Figure 1. Supply network (run 1).
Pins as bars on the die edge.
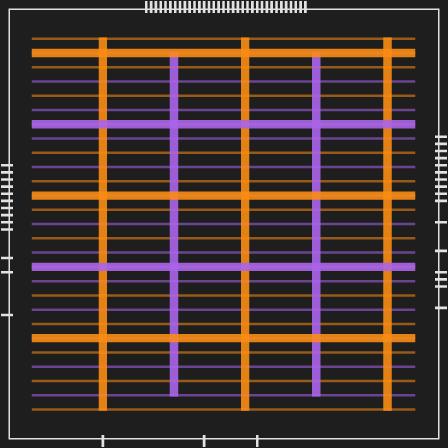
Figure 2. Metal 1 (run 1).
Supply wires on this layer in gray.
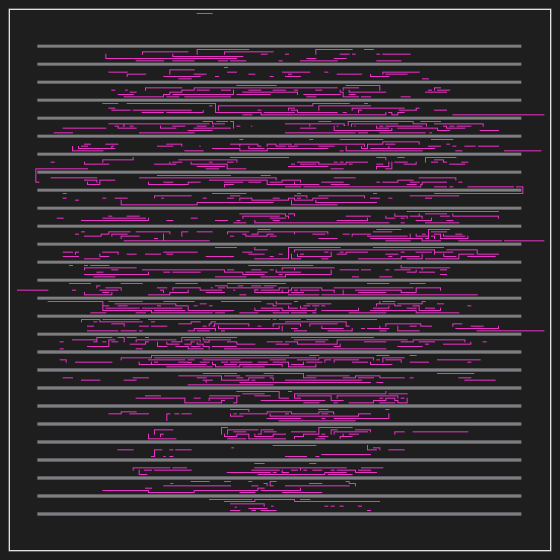
Figure 3. Logic cells by family (run 1).
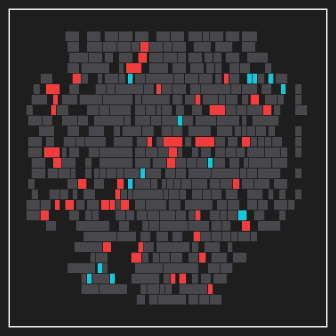
### config.mk
export PLATFORM = sky130hd
export DESIGN_NAME = lc3_control
export DESIGN_NICKNAME = d
export VERILOG_FILES = /design/src/rtl/lc3_control.sv
export SDC_FILE = /design/constraint.sdc
export NUM_CORES = 1
export LEC_CHECK = 0
export ABC_CLOCK_PERIOD_IN_PS = 2000
export CAP_MARGIN = 0
export CORE_MARGIN = 4
export CORE_UTILIZATION = 30
export DETAILED_ROUTE_END_ITERATION = 7
export HOLD_SLACK_MARGIN = 0.06
export SLEW_MARGIN = 20
export SYNTH_ARGS = -nofsm -noshare
export SYNTH_HDL_FRONTEND = slang
export SYNTH_SLANG_ARGS = --single-unit
### constraint.sdc
create_clock -name clk -period 2 [get_ports clk]
set_input_delay 0.5 -clock clk [delete_from_list [all_inputs] [get_ports clk]]
set_output_delay 0.5 -clock clk [all_outputs]
set_load 0.01 [all_outputs]
### src/rtl/lc3_control.sv
// LC3 microsequencer: fetch/decode/execute FSM driving every datapath control input.
// Keeps the N/Z/P condition codes; RTI and the reserved opcode park the machine in HALT.
module lc3_control #(
   parameter int         MEM_LAT   = 0,
   parameter logic [1:0] ALUK_ADD  = 2'b10,
   parameter logic [1:0] ALUK_AND  = 2'b01,
   parameter logic [1:0] ALUK_NOT  = 2'b00,
   parameter logic [1:0] ALUK_PASS = 2'b11
) (
   input  logic        clk,
   input  logic        rst,
   input  logic [15:0] ir,
   input  logic [15:0] bus,
   output logic        ld_ir,
   output logic        ld_reg,
   output logic        ld_pc,
   output logic        ld_mar,
   output logic        ld_mdr,
   output logic [2:0]  dr,
   output logic [2:0]  sr1,
   output logic [2:0]  sr2,
   output logic [1:0]  aluk,
   output logic        gate_alu,
   output logic        gate_pc,
   output logic        gate_marmux,
   output logic        gate_mdr,
   output logic        a1m_sel,
   output logic [1:0]  a2m_sel,
   output logic [1:0]  pcmux_sel,
   output logic        marmux_sel,
   output logic        mem_en,
   output logic        mem_rw,
   output logic        halted,
   output logic [2:0]  cc
);

   localparam logic [2:0] LAT = 3'(MEM_LAT);

   localparam logic [4:0] S_F1     = 5'd0;
   localparam logic [4:0] S_MR     = 5'd1;
   localparam logic [4:0] S_F3     = 5'd2;
   localparam logic [4:0] S_DEC    = 5'd3;
   localparam logic [4:0] S_ALU    = 5'd4;
   localparam logic [4:0] S_BR_T   = 5'd5;
   localparam logic [4:0] S_JMP    = 5'd6;
   localparam logic [4:0] S_JSR    = 5'd7;
   localparam logic [4:0] S_ADDR   = 5'd8;
   localparam logic [4:0] S_RELOAD = 5'd9;
   localparam logic [4:0] S_LD_FIN = 5'd10;
   localparam logic [4:0] S_ST_DAT = 5'd11;
   localparam logic [4:0] S_MW     = 5'd12;
   localparam logic [4:0] S_LEA    = 5'd13;
   localparam logic [4:0] S_T1     = 5'd14;
   localparam logic [4:0] S_T2     = 5'd15;
   localparam logic [4:0] S_T4     = 5'd16;
   localparam logic [4:0] S_HALT   = 5'd17;

   logic [4:0] state_r, state_nxt_s;
   logic [4:0] mr_ret_r, mr_ret_nxt_s;
   logic [2:0] wait_cnt_r, wait_cnt_nxt_s;
   logic [2:0] cc_r;
   logic [3:0] opcode_s;
   logic       br_taken_s;
   logic       mem_last_s;
   logic       cc_upd_s;
   logic       ir_unused_s;

   function automatic logic [2:0] cc_of(input logic [15:0] v);
      if (v[15]) begin
         cc_of = 3'b100;
      end else if (v == 16'h0000) begin
         cc_of = 3'b010;
      end else begin
         cc_of = 3'b001;
      end
   endfunction

   assign opcode_s    = ir[15:12];
   assign br_taken_s  = |(ir[11:9] & cc_r);
   assign mem_last_s  = (wait_cnt_r == LAT);
   assign cc_upd_s    = (state_r == S_ALU) || (state_r == S_LD_FIN);
   assign ir_unused_s = ^ir[5:3];
   assign cc          = cc_r;

   // Next-state, wait-counter and post-read return-target selection.
   always_comb begin
      state_nxt_s    = state_r;
      mr_ret_nxt_s   = mr_ret_r;
      wait_cnt_nxt_s = 3'd0;
      case (state_r)
         S_F1: begin
            state_nxt_s  = S_MR;
            mr_ret_nxt_s = S_F3;
         end
         S_MR: begin
            if (mem_last_s) begin
               state_nxt_s = mr_ret_r;
            end else begin
               wait_cnt_nxt_s = wait_cnt_r + 3'd1;
            end
         end
         S_F3: state_nxt_s = S_DEC;
         S_DEC: begin
            case (opcode_s)
               4'b0000: state_nxt_s = br_taken_s ? S_BR_T : S_F1;
               4'b0001, 4'b0101, 4'b1001: state_nxt_s = S_ALU;
               4'b0010, 4'b0110, 4'b1010,
               4'b0011, 4'b0111, 4'b1011: state_nxt_s = S_ADDR;
               4'b1100: state_nxt_s = S_JMP;
               4'b0100: state_nxt_s = S_JSR;
               4'b1110: state_nxt_s = S_LEA;
               4'b1111: state_nxt_s = (ir[7:0] == 8'h25) ? S_HALT : S_T1;
               default: state_nxt_s = S_HALT;
            endcase
         end
         // ir[15] marks the indirect forms, ir[12] the stores.
         S_ADDR: begin
            if (!ir[12] || ir[15]) begin
               state_nxt_s  = S_MR;
               mr_ret_nxt_s = ir[15] ? S_RELOAD : S_LD_FIN;
            end else begin
               state_nxt_s = S_ST_DAT;
            end
         end
         S_RELOAD: begin
            state_nxt_s  = S_MR;
            mr_ret_nxt_s = ir[12] ? S_ST_DAT : S_LD_FIN;
         end
         S_ST_DAT: state_nxt_s = S_MW;
         S_MW: begin
            if (mem_last_s) begin
               state_nxt_s = S_F1;
            end else begin
               wait_cnt_nxt_s = wait_cnt_r + 3'd1;
            end
         end
         S_T1: state_nxt_s = S_T2;
         S_T2: begin
            state_nxt_s  = S_MR;
            mr_ret_nxt_s = S_T4;
         end
         S_HALT: state_nxt_s = S_HALT;
         default: state_nxt_s = S_F1;
      endcase
   end

   // State, wait counter and condition-code registers.
   always_ff @(posedge clk) begin
      if (rst) begin
         state_r    <= S_F1;
         mr_ret_r   <= S_F3;
         wait_cnt_r <= 3'd0;
         cc_r       <= 3'b010;
      end else begin
         state_r    <= state_nxt_s;
         mr_ret_r   <= mr_ret_nxt_s;
         wait_cnt_r <= wait_cnt_nxt_s;
         if (cc_upd_s) begin
            cc_r <= cc_of(bus);
         end else begin
            cc_r <= cc_r;
         end
      end
   end

   // Control outputs decoded from the current state and ir; all quiet during reset.
   always_comb begin
      ld_ir = 1'b0;  ld_reg = 1'b0;  ld_pc = 1'b0;  ld_mar = 1'b0;  ld_mdr = 1'b0;
      dr = 3'd0;  sr1 = 3'd0;  sr2 = 3'd0;  aluk = 2'b00;
      gate_alu = 1'b0;  gate_pc = 1'b0;  gate_marmux = 1'b0;  gate_mdr = 1'b0;
      a1m_sel = 1'b0;  a2m_sel = 2'd0;  pcmux_sel = 2'd0;  marmux_sel = 1'b0;
      mem_en = 1'b0;  mem_rw = 1'b0;  halted = 1'b0;
      if (!rst) begin
         case (state_r)
            S_F1: begin
               gate_pc = 1'b1;  ld_mar = 1'b1;  ld_pc = 1'b1;  pcmux_sel = 2'd2;
            end
            S_MR: begin
               mem_en = 1'b1;
               ld_mdr = mem_last_s;
            end
            S_F3: begin
               gate_mdr = 1'b1;  ld_ir = 1'b1;
            end
            S_ALU: begin
               gate_alu = 1'b1;  ld_reg = 1'b1;
               dr = ir[11:9];  sr1 = ir[8:6];  sr2 = ir[2:0];
               case (opcode_s)
                  4'b0001: aluk = ALUK_ADD;
                  4'b0101: aluk = ALUK_AND;
                  default: aluk = ALUK_NOT;
               endcase
            end
            S_BR_T: begin
               ld_pc = 1'b1;  pcmux_sel = 2'd1;  a1m_sel = 1'b1;  a2m_sel = 2'd1;
            end
            S_JMP: begin
               ld_pc = 1'b1;  pcmux_sel = 2'd1;  a2m_sel = 2'd3;  sr1 = ir[8:6];
            end
            // Old PC reaches R7 over the bus in the same edge the new PC loads.
            S_JSR: begin
               gate_pc = 1'b1;  ld_reg = 1'b1;  dr = 3'd7;  ld_pc = 1'b1;  pcmux_sel = 2'd1;
               if (ir[11]) begin
                  a1m_sel = 1'b1;  a2m_sel = 2'd0;
               end else begin
                  a2m_sel = 2'd3;  sr1 = ir[8:6];
               end
            end
            S_ADDR: begin
               gate_marmux = 1'b1;  marmux_sel = 1'b1;  ld_mar = 1'b1;
               if (ir[14]) begin
                  a2m_sel = 2'd2;  sr1 = ir[8:6];
               end else begin
                  a1m_sel = 1'b1;  a2m_sel = 2'd1;
               end
            end
            S_RELOAD: begin
               gate_mdr = 1'b1;  ld_mar = 1'b1;
            end
            S_LD_FIN: begin
               gate_mdr = 1'b1;  ld_reg = 1'b1;  dr = ir[11:9];
            end
            S_ST_DAT: begin
               gate_alu = 1'b1;  aluk = ALUK_PASS;  sr1 = ir[11:9];  ld_mdr = 1'b1;
            end
            S_MW: mem_rw = 1'b1;
            S_LEA: begin
               gate_marmux = 1'b1;  marmux_sel = 1'b1;  a1m_sel = 1'b1;  a2m_sel = 2'd1;
               ld_reg = 1'b1;  dr = ir[11:9];
            end
            S_T1: begin
               gate_pc = 1'b1;  ld_reg = 1'b1;  dr = 3'd7;
            end
            S_T2: begin
               gate_marmux = 1'b1;  ld_mar = 1'b1;
            end
            S_T4: begin
               gate_mdr = 1'b1;  ld_pc = 1'b1;
            end
            S_HALT: halted = 1'b1;
            default: halted = 1'b0;
         endcase
      end else begin
         halted = 1'b0;
      end
   end

endmodule

==> datasheet_impl.txt, run 1 <==
Table: implementation figures

Parameter                              Value

Final layout
  Layout filler cell count .................. ~420
  Diodes inserted .................. 0
  Most instantiated logic cells after routing .................. buf_4, clkdlybuf4s50_1, buf_2
  Area growth syn-to-layout .................. 105%
  Share of final-layout standard cells stronger than drive strength 1 .................. 50.7%

Routing
  Initial DRT Pass Iterations .................. 4
  Detailed router's first-iteration violation count .................. 121
  Antenna viol nets, final .................. 0
  DRC violation count after routing .................. 0

Final timing
  Shortest period the worst path allows .................. 2.14 ns
  Normalized max-slew margin .................. 73.0%
  RSZ-0062 raised after global routing .................. true
  Fin crit share .................. 107%
  Least setup slack across all paths after layout .................. -0.143 ns
  Fin. max-slew vios .................. 0
  Measured slew at the worst slew-check pin .................. 0.403 ns
  Max Fclk .................. 467 MHz
  Setup Total Neg Slack .................. -1.25 ns
  Finish-stage setup viols .................. 17

Clock network
  TritonCTS Buffers .................. 3
  Clock tree buffer depth .................. 2
  CTS Root Cell .................. clkbuf_8
  Latency at later pin .................. roughly 0.25 ns
  CTS Hold Bufs .................. 0
  Worst-path clk slew .................. 0.06 ns
  CTS sink cnt .................. 15

Worst hold path
  Min-Delay Startpoint .................. mr_ret_r[3]
  Hold depth .................. 2
  Worst Hold Endpoint .................. mr_ret_r[3]

Critical path
  Slowest CP cell .................. or4_4
  Critical path data required time .................. ~1.5 ns
  Worst setup path class .................. reg -> out
  Critical path peak fanout .................. 7
  Sum of buffers and inverters on the critical path .................. 1
  Slack of the worst reg-to-reg path .................. 0.09 ns
  Worst r2r dst .................. state_r[3]
  Delay of the slowest cell on the worst path .................. between 0.5 and 0.6 ns
  Crit path launch type .................. register
  Delay-heaviest family, CP .................. simple AND/OR/NAND/NOR gates
  Critical Path, Cell by Cell .................. or4_4, nand2_2, nand2_2, a211oi_2, buf_2
  Sort of element at the end of the critical path .................. output port
  CP dominant cell by count .................. nand2_2
  Arrival time of data at the critical path endpoint .................. around 1.6 ns

GRT
  Via count of the first global-routing pass .................. ~2100
  Global-route wire length before repair .................. 10300 um
  GRT overflow .................. 0
  Total routing resource utilization after global routing .................. between 10% and 20%

Placement
  HPWL Detailed .................. 5060 um
  Number of buffer cells added on primary ports .................. 65

Run
  Log Warnings .................. 29
  Max cap viols .................. 0

Floorplanning
  Number of placed I/O pins .................. 66
  Pre-placement core utilization .................. 31.4%
  Die Area .................. 0.00666 mm^2

Logic synthesis
  Top comb family, area .................. simple AND/OR/NAND/NOR gates
  Dominant synthesized flop cell .................. dfxtp_1
  Share of the synthesized netlist area taken by xor and xnor gates .................. 3.23%
  Post-synth ARST share .................. 0%
  Average size of a mapped cell .................. 6.72 um^2
  Simple-gate portion of the synthesized area .................. 38.9%
  Distinct lib cells used .................. 59
  Sequential element share of the synthesized area .................. 18.5%
  Flip-flop and latch count after synthesis .................. 15
  Chip Area, Yosys .................. 0.00163 mm^2
  Number of standard cells after synthesis .................. between 200 and 250
  Cell area after technology mapping .................. 0.00163 mm^2
  Fraction of the mapped netlist area in adder cells .................. approximately 1.5%
  Ys cells .................. 242

Outcome
  Violated checks .................. negative setup slack
  Status .................. complete, but fails checks

Power and ir drop
  Power density cells .................. 384 mW/mm^2
Notes on Figure 1 above:
Key: orange = VSS; purple = VDD
5 straps on met4. 5 straps on met5. 27 met1 rails follow the rows.
placeable core region: 0.00517 mm^2
die width: 81.6 um
maximum vdd ir drop: 247 uV

Notes on Figure 2 above:
382 nets have wire on it. The layer carries 3010 um of wire. The longest straight run is 24.4 um. The layer holds 41% of the routed length. The wires run mostly horizontal.
via total after detailed routing: 2353
total wirelength of the detailed-routed design: 7420 um

Notes on Figure 3 above:
Key: cyan = inv cells [cells 13, most used inv_1]; red = nand cells [cells 41, most used nand2_1]
count of placed standard cells in the final layout, fillers left out: 453
combinational share of cell area: 44.4%
top logic cell by instance count in the layout: buf_4

-- run 1: cell type report --
| cell class | count | area, um^2 | share of cell area (%) |
|---|---|---|---|
| Multi-Input combinational cell | 195 | 1480 | 44.4 |
| Timing Repair Buffer | 156 | 1360 | 40.6 |
| Tap cell | 70 | 87.6 | 2.62 |
| Clock inverter | 1 | 5.00 | 0.150 |
| Clock buffer | 3 | 41.3 | 1.24 |
| Sequential cell | 15 | 317 | 9.48 |
| Inverter | 13 | 51.3 | 1.54 |
-- run 1: cell usage after synthesis (all sizes together) (6+ instances only) --
library cell	count	area, um^2
nand3	6	30.0
clkbuf	7	26.3
buf	12	75.1
dfxtp	15	300
a21oi	23	115
nor2b	6	37.5
nand2	21	78.8
nor3	11	71.3
inv	13	48.8
o211ai	6	45.0
nor2	31	119
o21ai	15	75.1
nor4	6	37.5
nand2b	7	43.8
-- run 1: tightest hold or removal path: stages, from the launching register on --
cell and delay [ns]:
dfxtp_1 0.31, nand2_1 0.05, a21oi_1 0.05
-- run 1: through the flow --
stage / cells / total power, W / setup slack (ns) / utilization [%] / cell area (um^2)
final: 453 / 0.00128 / -0.143 / 64.6 / 3340
after global routing: 453 / 0.00134 / -0.217 / 64.6 / 3340
after CTS: 440 / 0.00118 / -0.167 / 57.6 / 2980
after detailed placement: 417 / 0.000833 / -0.908 / 52.6 / 2720
after global placement: 417 / 0.000830 / -0.873 / 52.6 / 2720
after floorplan: 242 / 0.000567 / 0.0794 / - / 1630
-- run 1: how the worst max path moves through the flow --
stage                          to  cells past startpoint        from
after global placement     sr1[2]                      5         rst
final                     a1m_sel                      5  state_r[2]
after floorplan           aluk[1]                      4         rst
after CTS                 a1m_sel                      5  state_r[2]
after global routing      a1m_sel                      5  state_r[2]
after detailed placement   sr1[1]                      5         rst
-- run 1: cell families (layout without fill, tap and decap cells) --
group                    Yosys count  count (layout)
AND/OR/NAND/NOR                  116             116
AND-OR/OR-AND                     68              68
adder cells (fa/ha/maj)            2               2
multiplexers                       3               3
buffers and inverters             32             173
XOR/XNOR                           6               6
flip-flops                        15              15
-- run 1: state kept, by name (all words and copies together), names as in the netlist --
name and cells:
mr_ret_r 4, state_r 5, wait_cnt_r 3, cc 3
-- run 1: where the power goes --
group          switching, W  total (W)  internal, W
Clock              0.000109   0.000247     0.000138
Combinational      0.000328   0.000713     0.000385
Sequential        0.0000140   0.000321     0.000307
-- run 1: timing repair --
action                                 CTS  global route
setup endpoints to repair               30            32
pin swaps                               20            29
endpoints found under the hold margin    0             0
setup buffers                           19            13
gates cloned                             0             1
resized                                179            66
-- run 1: metal layers --
metal	global-route usage, %	vias up	share of wire, %
met5	0	-	0
met4	6.48	0	3.3
met2	32.4	97	49
met1	27.5	1086	41
met3	1.64	19	7.4
li1	-	1151	-
==> run 2, diff against run 1 <==
--- a/config.mk
+++ b/config.mk
@@ -5,7 +5,7 @@
 export SDC_FILE = /design/constraint.sdc
 export NUM_CORES = 1
 export LEC_CHECK = 0
-export ABC_CLOCK_PERIOD_IN_PS = 2000
+export ABC_CLOCK_PERIOD_IN_PS = 2300
 export CAP_MARGIN = 0
 export CORE_MARGIN = 4
 export CORE_UTILIZATION = 30
==> constraint.sdc (replaced) <==
create_clock -name clk -period 2.3 [get_ports clk]
set_input_delay 0.575 -clock clk [delete_from_list [all_inputs] [get_ports clk]]
set_output_delay 0.575 -clock clk [all_outputs]
set_load 0.01 [all_outputs]
Figure 4. Logic cells by family (run 2).
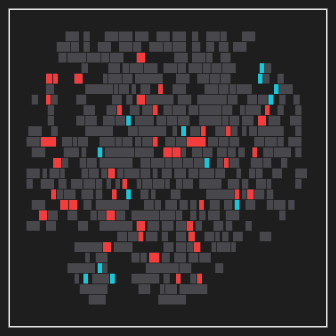
Key: red = nand cells [cells 41, most used nand2_1]; cyan = inv cells [cells 13, most used inv_1]
combinational share of cell area: 45.2%
count of placed standard cells in the final layout, fillers left out: 426

Figure 5. Supply network (run 2).
Pins as bars on the die edge.
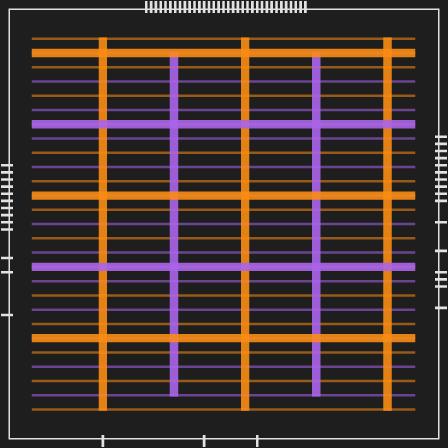
Key: orange = VSS; purple = VDD
66 signal pins sit on the boundary. 27 met1 rails follow the rows. 5 straps on met4.
Die Ht: 81.6 um
maximum vdd ir drop: 173 uV

==> datasheet_impl.txt, run 2 <==
Table: implementation figures

Parameter                              Value

Final timing
  Least setup slack across all paths after layout .................. 0.0475 ns (+0.191 ns)
  Fin. max-slew vios .................. 0 (unchanged)
  Max Fclk .................. between 400 and 500 MHz
  Normalized max-slew margin .................. 72.6% (-0.39 points)
  Fin crit share .................. 97.9%
  Shortest period the worst path allows .................. 2.25 ns
  RSZ-0062 raised after global routing .................. true

Logic synthesis
  Share of the synthesized netlist area taken by xor and xnor gates .................. 3.23% (unchanged)
  Fraction of the mapped netlist area in adder cells .................. 1.54% (unchanged)
  Largest type area fraction .................. 18.5% (unchanged)
  Cell area after technology mapping .................. 0.00163 mm^2 (unchanged)
  Area leader, netlist .................. dfxtp_1
  Flip-flop and latch count after synthesis .................. 15 (unchanged)
  Simple-gate portion of the synthesized area .................. 38.9% (unchanged)
  Top comb family, area .................. simple AND/OR/NAND/NOR gates
  Dominant synthesized flop cell .................. dfxtp_1
  Distinct lib cells used .................. 59 (unchanged)
  Post-synth ARST share .................. 0% (unchanged)
  Ys cells .................. 242 (unchanged)
  Top post-synthesis cells by area .................. dfxtp_1, a21oi_1, nor2_1, nand2_1, buf_2

Final layout
  Area growth syn-to-layout .................. 73.8%
  Flip-flop count of the largest register, all copies and words added .................. 5 (unchanged)
  Share of final-layout standard cells stronger than drive strength 1 .................. 34.3% (-16 points)
  Largest register by flop count .................. state_r
  Largest registers .................. state_r: 5 flops, mr_ret_r: 4 flops
  Layout filler cell count .................. 497 (+17%)

Routing
  Detailed router's first-iteration violation count .................. 177 (+46%)
  Total wirelength of the detailed-routed design .................. 6470 um (-13%)
  DRT met1 WL .................. 2970 um (-1.3%)
  Highest layer used for signal routing .................. met4
  Detail Route met2 WL .................. 2930 um (-19%)
  Initial DRT Pass Iterations .................. 4 (unchanged)
  Antenna viol nets, final .................. 0 (unchanged)

GRT
  Via count of the first global-routing pass .................. 2042 (-3.5%)
  Global-route wire length before repair .................. 10000 um (-3.1%)
  Total routing resource utilization after global routing .................. 19.4% (-0.45 points)

Floorplanning
  Die Area .................. 0.00666 mm^2 (unchanged)
  Die width .................. 81.6 um (unchanged)
  Placeable core region .................. 0.00517 mm^2 (unchanged)

Critical path
  Origin of the worst setup path .................. state_r[2]
  Sort of element at the end of the critical path .................. output port
  Arrival time of data at the critical path endpoint .................. 1.68 ns (+0.04 ns)
  Worst setup path class .................. reg -> out
  Critical path data required time .................. 1.73 ns (+0.23 ns)
  CP dominant cell by count .................. buf_4
  Crit path launch type .................. register
  Critical Path, Cell by Cell .................. buf_4, or2_2, buf_4, nor3_1, dlygate4sd2_1
  Slowest CP cell .................. dfxtp_4
  Slack of the worst reg-to-reg path .................. 0.49 ns (+0.40 ns)

Clock network
  TritonCTS Buffers .................. 3 (unchanged)
  Latency at later pin .................. 0.25 ns (about the same)
  Worst-path clk slew .................. 0.06 ns (about the same)
  CTS Root Cell .................. clkbuf_8
  Clock tree buffer depth .................. 2 (unchanged)
  CTS Hold Bufs .................. 0 (unchanged)

Power and ir drop
  Power density cells .................. 344 mW/mm^2 (-10%)

Placement
  Number of buffer cells added on primary ports .................. 65 (unchanged)
  HPWL Detailed .................. 5100 um (+0.87%)

Outcome
  Status .................. complete, no violations

Run
  Max cap viols .................. 0 (unchanged)
-- run 2: cell types whose count changed in the layout (fill, tap and decap cells not counted), sizes merged --
cell	delta
clkdlybuf4s15	+2
clkdlybuf4s50	+1
dlygate4sd2	+8
dlymetal6s2s	-1
buf	-37
-- run 2: critical path: cells and delay by family (launching register included) --
kind                   cells  cell delay [ns]
AND/OR/NAND/NOR            2             0.42
flip-flops                 1             0.38
buffers and inverters      3             0.63
-- run 2: how the worst min path moves through the flow --
stage | startpoint | end | slack [ns]
after detailed placement | mr_ret_r[3] | mr_ret_r[3] | 0.44
final | mr_ret_r[3] | mr_ret_r[3] | 0.45
after global placement | wait_cnt_r[0] | wait_cnt_r[0] | 0.43
after global routing | mr_ret_r[3] | mr_ret_r[3] | 0.47
after floorplan | wait_cnt_r[0] | wait_cnt_r[0] | 0.42
after CTS | mr_ret_r[3] | mr_ret_r[3] | 0.45
-- run 2: kinds of logic (layout without fill, tap and decap cells) --
family / after synthesis / after routing
buf+inv: 32 / 146
fa+ha+maj: 2 / 2
xor+xnor: 6 / 6
simple gates: 116 / 116
compound gates: 68 / 68
flops: 15 / 15
mux: 3 / 3
-- run 2: where the power goes --
part | internal (W) | switching (W) | total (W)
sequential | 0.000267 | 0.0000130 | 0.000280
combinational | 0.000252 | 0.000220 | 0.000472
clock | 0.000120 | 0.000100 | 0.000220
total | 0.000639 | 0.000333 | 0.000972
-- run 2: area by class of cell --
cell class	count	area (um^2)	share of cell area [%]
Multi-Input combinational cell	195	1280	45.2
Timing Repair Buffer	129	1050	37.2
Sequential cell	15	313	11.1
Tap cell	70	87.6	3.10
Inverter	13	48.8	1.73
Clock buffer	3	41.3	1.46
Clock inverter	1	5.00	0.177
-- run 2: stage by stage --
| stage | hold WS, ns | setup TNS [ns] | power (W) | instances | utilization [%] |
|---|---|---|---|---|---|
| CTS | 0.449 | 0 | 0.000946 | 424 | 53.1 |
| floorplan | 0.417 | 0 | 0.000493 | 242 | - |
| global route | 0.475 | -0.00774 | 0.00102 | 426 | 54.6 |
| finish | 0.445 | 0 | 0.000972 | 426 | 54.6 |
| global placement | 0.432 | -15.59 | 0.000723 | 416 | 52.4 |
| detailed placement | 0.444 | -16.34 | 0.000723 | 416 | 52.4 |
-- run 2: timing repair --
item | in CTS | in global routing
resized | 103 | 26
gates cloned | 0 | 0
pin swaps | 7 | 6
setup buffers | 4 | 2
setup endpoints to repair | 29 | 21
-- run 2: layer usage --
layer | up-vias | track usage, %
li1 | 1103 | -
met1 | 993 | 26.2
met2 | 70 | 29.8
met3 | 12 | 3.07
met4 | 0 | 9.63
met5 | - | 0
Power figures rest on the tool's default switching activity, not on a simulated workload.
